<file path="config.mk">
export PLATFORM = sky130hd
export DESIGN_NAME = pipeline_ctrl
export DESIGN_NICKNAME = d
export VERILOG_FILES = /design/src/rtl/cpu_types_pkg.sv /design/src/rtl/hazard_unit.sv /design/src/rtl/pipeline_ctrl.sv
export SDC_FILE = /design/constraint.sdc
export NUM_CORES = 1
export LEC_CHECK = 0
export CAP_MARGIN = 20
export CORE_ASPECT_RATIO = 0.9
export CORE_MARGIN = 8
export CORE_UTILIZATION = 40
export DETAILED_ROUTE_END_ITERATION = 8
export GPL_ROUTABILITY_DRIVEN = 0
export GPL_TIMING_DRIVEN = 0
export PLACE_DENSITY = 0.87
export SLEW_MARGIN = 40
export SYNTH_ARGS = -nofsm -noshare
export SYNTH_HDL_FRONTEND = slang
export SYNTH_SLANG_ARGS = --single-unit
</file>
<file path="constraint.sdc">
create_clock -name CLK -period 2.3 [get_ports CLK]
set_clock_uncertainty 0.05 [all_clocks]
set_input_delay 0.345 -clock CLK [delete_from_list [all_inputs] [get_ports CLK]]
set_output_delay 0.345 -clock CLK [all_outputs]
set_load 0.05 [all_outputs]
</file>
<file path="src/rtl/cpu_types_pkg.sv">
// Shared CPU control types.
//   ctrl_state_t : pipeline controller FSM state (RUN, HALT)
//   regbits_t    : 5-bit architectural register index
package cpu_types_pkg;

   typedef enum logic [0:0] {
      RUN  = 1'b0,
      HALT = 1'b1
   } ctrl_state_t;

   typedef logic [4:0] regbits_t;

   // Register 0 is hardwired to zero, so it never carries a real dependency.
   localparam regbits_t REG_ZERO = 5'd0;

endpackage

</file>
<file path="src/rtl/hazard_unit.sv">
// Load-use hazard detector (purely combinational).
// Flags when the EX-stage instruction is a load whose destination is read by
// the ID-stage instruction, so the controller can insert one bubble.
// Ports:
//   idex_dren_i    : EX-stage instruction is a load
//   idex_dest_i    : EX-stage destination register
//   ifid_rs_i      : ID-stage rs
//   ifid_rt_i      : ID-stage rt
//   ifid_uses_rt_i : ID-stage instruction actually reads rt
//   lu_hazard_o    : load-use hazard present
module hazard_unit
   import cpu_types_pkg::*;
(
   input  logic       idex_dren_i,
   input  logic [4:0] idex_dest_i,
   input  logic [4:0] ifid_rs_i,
   input  logic [4:0] ifid_rt_i,
   input  logic       ifid_uses_rt_i,
   output logic       lu_hazard_o
);

   regbits_t dest;
   logic     rs_match;
   logic     rt_match;

   always_comb begin
      dest        = regbits_t'(idex_dest_i);
      rs_match    = (dest == regbits_t'(ifid_rs_i));
      rt_match    = ifid_uses_rt_i & (dest == regbits_t'(ifid_rt_i));
      lu_hazard_o = idex_dren_i & (dest != REG_ZERO) & (rs_match | rt_match);
   end

endmodule

</file>
<file path="src/rtl/pipeline_ctrl.sv">
// Central pipeline sequencer.
// Drives write-enable/flush for the if_id, id_ex, ex_mem and mem_wb latches
// and the PC, gates instruction/data memory requests, remembers split
// ihit/dhit arrival, inserts load-use bubbles, squashes wrong-path
// instructions on a taken branch and freezes the machine on halt.
// Ports:
//   CLK, nRST            : clock, asynchronous active-low reset
//   ihit, dhit           : instruction / data memory completion this cycle
//   exmem_dREN/dWEN      : load / store in MEM stage
//   exmem_halt           : halt in MEM stage
//   branch_taken         : MEM-stage redirect
//   idex_dREN, idex_dest : EX-stage load and its destination
//   ifid_rs/rt/uses_rt   : ID-stage source operands
//   pc_wen, *_wen        : PC and latch write enables
//   *_flush              : latch flushes (only honoured with wen)
//   imemREN              : gated instruction fetch request
//   dmemREN, dmemWEN     : gated data memory requests
//   halted               : machine is in HALT
//   stall_cnt            : saturating count of stalled RUN cycles
module pipeline_ctrl
   import cpu_types_pkg::*;
#(
   parameter int unsigned CNTW = 16
) (
   input  logic            CLK,
   input  logic            nRST,
   input  logic            ihit,
   input  logic            dhit,
   input  logic            exmem_dREN,
   input  logic            exmem_dWEN,
   input  logic            exmem_halt,
   input  logic            branch_taken,
   input  logic            idex_dREN,
   input  logic [4:0]      idex_dest,
   input  logic [4:0]      ifid_rs,
   input  logic [4:0]      ifid_rt,
   input  logic            ifid_uses_rt,
   output logic            pc_wen,
   output logic            ifid_wen,
   output logic            idex_wen,
   output logic            exmem_wen,
   output logic            memwb_wen,
   output logic            ifid_flush,
   output logic            idex_flush,
   output logic            exmem_flush,
   output logic            memwb_flush,
   output logic            imemREN,
   output logic            dmemREN,
   output logic            dmemWEN,
   output logic            halted,
   output logic [CNTW-1:0] stall_cnt
);

   ctrl_state_t     state_q, state_d;
   logic            i_done_q, i_done_d;
   logic            d_done_q, d_done_d;
   logic [CNTW-1:0] stall_cnt_q, stall_cnt_d;

   logic run;
   logic dacc;
   logic i_ok;
   logic d_ok;
   logic adv;
   logic lu_hazard;

   hazard_unit u_hazard_unit (
      .idex_dren_i    (idex_dREN),
      .idex_dest_i    (idex_dest),
      .ifid_rs_i      (ifid_rs),
      .ifid_rt_i      (ifid_rt),
      .ifid_uses_rt_i (ifid_uses_rt),
      .lu_hazard_o    (lu_hazard)
   );

   // A step completes only once both memories have answered; either answer
   // may arrive first and is remembered until the other shows up.
   always_comb begin
      run  = (state_q == RUN);
      dacc = exmem_dREN | exmem_dWEN;
      i_ok = ihit | i_done_q;
      d_ok = ~dacc | dhit | d_done_q;
      adv  = run & i_ok & d_ok;
   end

   // Memory request gating: never re-request an access that already completed.
   always_comb begin
      imemREN = run & ~i_done_q;
      dmemREN = exmem_dREN & ~d_done_q & run;
      dmemWEN = exmem_dWEN & ~d_done_q & run;
      halted  = (state_q == HALT);
   end

   // Next state, hit latches and stall counter.
   always_comb begin
      state_d     = state_q;
      i_done_d    = ~adv & (i_done_q | ihit);
      d_done_d    = ~adv & dacc & (d_done_q | dhit);
      stall_cnt_d = stall_cnt_q;

      if (adv && exmem_halt) begin
         state_d = HALT;
      end

      if (run && !adv && !(&stall_cnt_q)) begin
         stall_cnt_d = stall_cnt_q + CNTW'(1);
      end
   end

   // Latch enable/flush priority: branch squash > load-use bubble > normal.
   always_comb begin
      pc_wen      = 1'b0;
      ifid_wen    = 1'b0;
      idex_wen    = 1'b0;
      exmem_wen   = 1'b0;
      memwb_wen   = 1'b0;
      ifid_flush  = 1'b0;
      idex_flush  = 1'b0;
      exmem_flush = 1'b0;
      memwb_flush = 1'b0;

      if (adv) begin
         idex_wen  = 1'b1;
         exmem_wen = 1'b1;
         memwb_wen = 1'b1;
         if (branch_taken) begin
            // MEM instruction retires; the three younger ones are wrong-path.
            pc_wen      = 1'b1;
            ifid_wen    = 1'b1;
            ifid_flush  = 1'b1;
            idex_flush  = 1'b1;
            exmem_flush = 1'b1;
         end else if (lu_hazard) begin
            // Hold PC and IF/ID, push a bubble into ID/EX.
            idex_flush = 1'b1;
         end else begin
            pc_wen   = 1'b1;
            ifid_wen = 1'b1;
         end
      end
   end

   always_ff @(posedge CLK or negedge nRST) begin
      if (!nRST) begin
         state_q     <= RUN;
         i_done_q    <= 1'b0;
         d_done_q    <= 1'b0;
         stall_cnt_q <= '0;
      end else begin
         state_q     <= state_d;
         i_done_q    <= i_done_d;
         d_done_q    <= d_done_d;
         stall_cnt_q <= stall_cnt_d;
      end
   end

   assign stall_cnt = stall_cnt_q;

endmodule

</file>
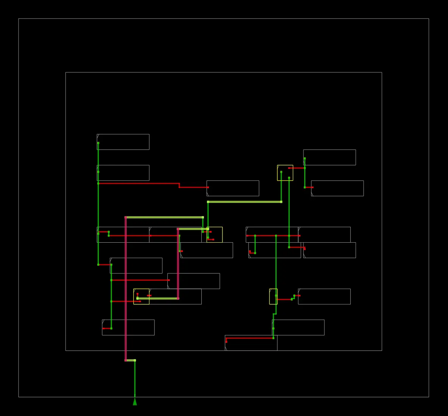
*Clock routing*
clock buf count: 4
clk sinks: 19

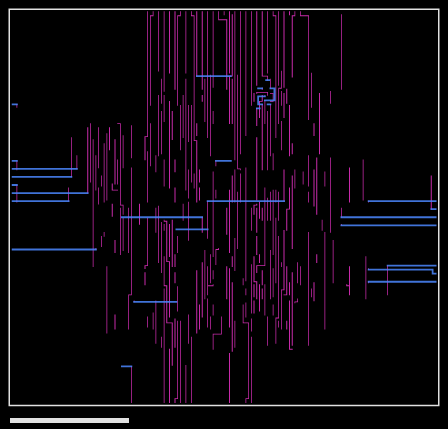
*Wiring by layer*
Scale bar: 20 um. Two of the layers only.
Magenta is M2, wire length 1770 um. Blue is M3, wire length 192 um.

==> impl.org <==
#+TITLE: Physical design notes

** STA
- Count of pins over their slew limit :: 0
- The pin closest to its max-slew limit shows a slew of 799 ps.
- In the finished design, the share of the clock period the worst path needs comes to 98.0%.
- Worst slew margin relative to its limit :: 46.3%
- Based on the critical path, the design can be clocked at up to 444 MHz.
- Least setup slack across all paths after layout :: 46.4 ps

** Worst hold path
- The tightest min-delay check is of the input pin to async pin type.

** Drt
- First-pass iteration count of the detailed router :: 4
- Remaining antenna violation count :: 0
- Per the log, the first TritonRoute iteration ended with a DRC count of 61.
- DR vias :: 1060

** Placement
- The placement report lists the number of port buffers as 52.
- Once detailed placement completed, the half-perimeter wirelength came to 2590 um.
- Cell total after placement :: 203
- Post-DP Area :: 0.00172 mm^2

** Yosys
- Part of the Yosys area used for sequential elements :: 41.8%
- The synthesized netlist was found by Yosys to have 111 cells.
- Per the synthesis report, the single largest cell type by area occupies 41.8% of cell area.
- For this run, the chip area from Yosys synthesis comes to 0.00114 mm^2.

** Status
- Result of the run :: finished clean

** Die
- Per the OpenROAD floorplan log, the width of the die is 72.2 um.

** Clocking
- Clock latency at the later pin of the worst-skew pair :: 310 ps
- TritonCTS built the clock tree.
- Buffers inserted to repair hold after CTS numbered 0.
- Clk root buf :: sky130_fd_sc_hd__clkbuf_4

** Power
- Per the OpenROAD power report, switching power amounts to 767 uW.
- Per report_power, the sequential group accounts for 31.9% of the total.
- Switching part of the total power :: 48.8%
- Cell internal power was estimated by the tool at 804 uW.
- Per the OpenROAD power report, leakage power amounts to 0.704 nW.

** GRT
- The initial antenna violation count came to 0.
- Entering global routing, the biggest net connects 20 pins.

** Finish
- Largest area class, layout :: multi-input combinational cells
- Counting only logic cells after layout, the most numerous master is sky130_fd_sc_hd__clkdlybuf4s50_1.
- Multi-input gates account for 36.4% of the area.
- In the final design database the tool counted 197 nets.

** Critical path
- CP required :: 1900 ps
- STA puts the critical path data arrival time at 1860 ps.
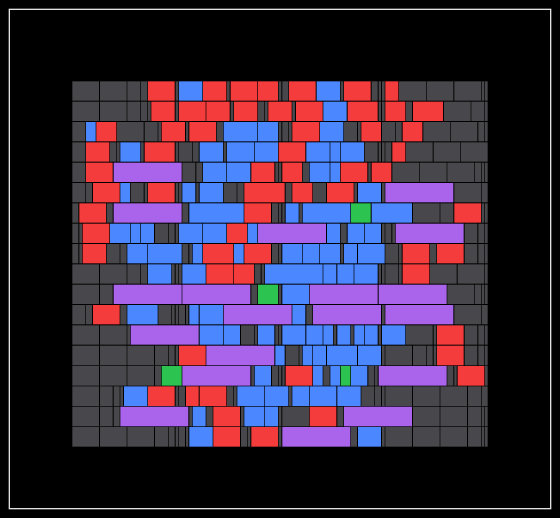
*Placed cells, one colour a class*
Fill, decap, tap and diode cells in grey.
Blue is remaining logic cells, cells 85. Purple is registers, cells 19. Red is remaining buffers and delay cells, cells 62. Green is clock drivers and dummy loads, cells 4.

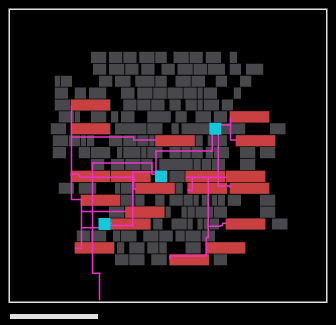
*Clock wires, drivers and flops*
Scale bar: 20 um.
Red is flip-flops, count 19. Magenta is clock wires, length 263 um. Cyan is clock-net drivers, count 3.
There are 4 routed clock nets.

## logic make-up after synthesis
family | Yosys count | synth area share, %
adders and majority gates | 1 | 1.10
and+or+nand+nor | 49 | 26.4
muxes | 2 | 2.31
AOI/OAI and AO/OA | 10 | 6.16
buffers and inverters | 7 | 4.95
xor gates and xnor gates | 22 | 16.9
DFF | 19 | 41.8
other | 1 | 0.330
## power groups by stage
stage,Clock (mW),Sequential (mW),Combinational (mW)
final,0.172,0.501,0.898
after CTS,0.177,0.499,0.899
after global placement,0,0.501,0.859
after floorplan,0,0.686,0.384
after global routing,0.198,0.512,0.943
after detailed placement,0,0.506,0.880
## worst max-delay path: stages
cell,delay (ps)
sky130_fd_sc_hd__dlygate4sd2_1,270
sky130_fd_sc_hd__xor2_1,180
sky130_fd_sc_hd__nor4_2,290
sky130_fd_sc_hd__a32oi_1,180
sky130_fd_sc_hd__o31a_4,310
sky130_fd_sc_hd__buf_4,140
sky130_fd_sc_hd__buf_8,140
## Yosys cell counts
master                      n
sky130_fd_sc_hd__dfrtp_1   19
sky130_fd_sc_hd__xor2_1    12
sky130_fd_sc_hd__xnor2_1   10
sky130_fd_sc_hd__nor2_1     9
sky130_fd_sc_hd__nand3_1    7
sky130_fd_sc_hd__buf_4      6
sky130_fd_sc_hd__nand4_1    6
sky130_fd_sc_hd__nand2_1    5
sky130_fd_sc_hd__nor3_1     4
sky130_fd_sc_hd__nor4_1     4
sky130_fd_sc_hd__nand3_2    3
sky130_fd_sc_hd__o21a_1     3
sky130_fd_sc_hd__nor3b_1    2
sky130_fd_sc_hd__o21ai_0    2
sky130_fd_sc_hd__a211oi_1   1
sky130_fd_sc_hd__a21o_1     1
sky130_fd_sc_hd__a21oi_1    1
sky130_fd_sc_hd__a32oi_1    1
sky130_fd_sc_hd__and2_1     1
sky130_fd_sc_hd__and3_2     1
sky130_fd_sc_hd__buf_6      1
sky130_fd_sc_hd__conb_1     1
sky130_fd_sc_hd__ha_1       1
sky130_fd_sc_hd__mux2_2     1
sky130_fd_sc_hd__mux2_4     1
sky130_fd_sc_hd__nand2b_1   1
sky130_fd_sc_hd__nand4b_1   1
sky130_fd_sc_hd__nor3_2     1
sky130_fd_sc_hd__nor4_4     1
sky130_fd_sc_hd__o31a_1     1
sky130_fd_sc_hd__or2_2      1
sky130_fd_sc_hd__or3_4      1
sky130_fd_sc_hd__or4_1      1
## layer usage
metal,vias to the layer above,GRT usage [%],part of all wire (%)
li1,512,-,-
met4,0,6.11,1.8
met3,10,4.05,6.0
met2,31,24.9,55
met1,507,13.9,37
met5,-,0,0
## final timing paths
kind | start | endpoint | slack (ps) | cells after the start
setup / recovery | idex_dest[3] | pc_wen | 50 | 7
hold / removal | nRST | i_done_q$_DFF_PN0_ | 460 | 2
setup reg to reg | d_done_q$_DFF_PN0_ | stall_cnt[1]$_DFFE_PN0P_ | 140 | 5
hold reg to reg | stall_cnt[11]$_DFFE_PN0P_ | stall_cnt[11]$_DFFE_PN0P_ | 460 | 1
max in group asynchronous | nRST | stall_cnt[13]$_DFFE_PN0P_ | 1440 | 2
min in group CLK | stall_cnt[11]$_DFFE_PN0P_ | stall_cnt[11]$_DFFE_PN0P_ | 460 | 1
Power is estimated from default activity; no workload was simulated.
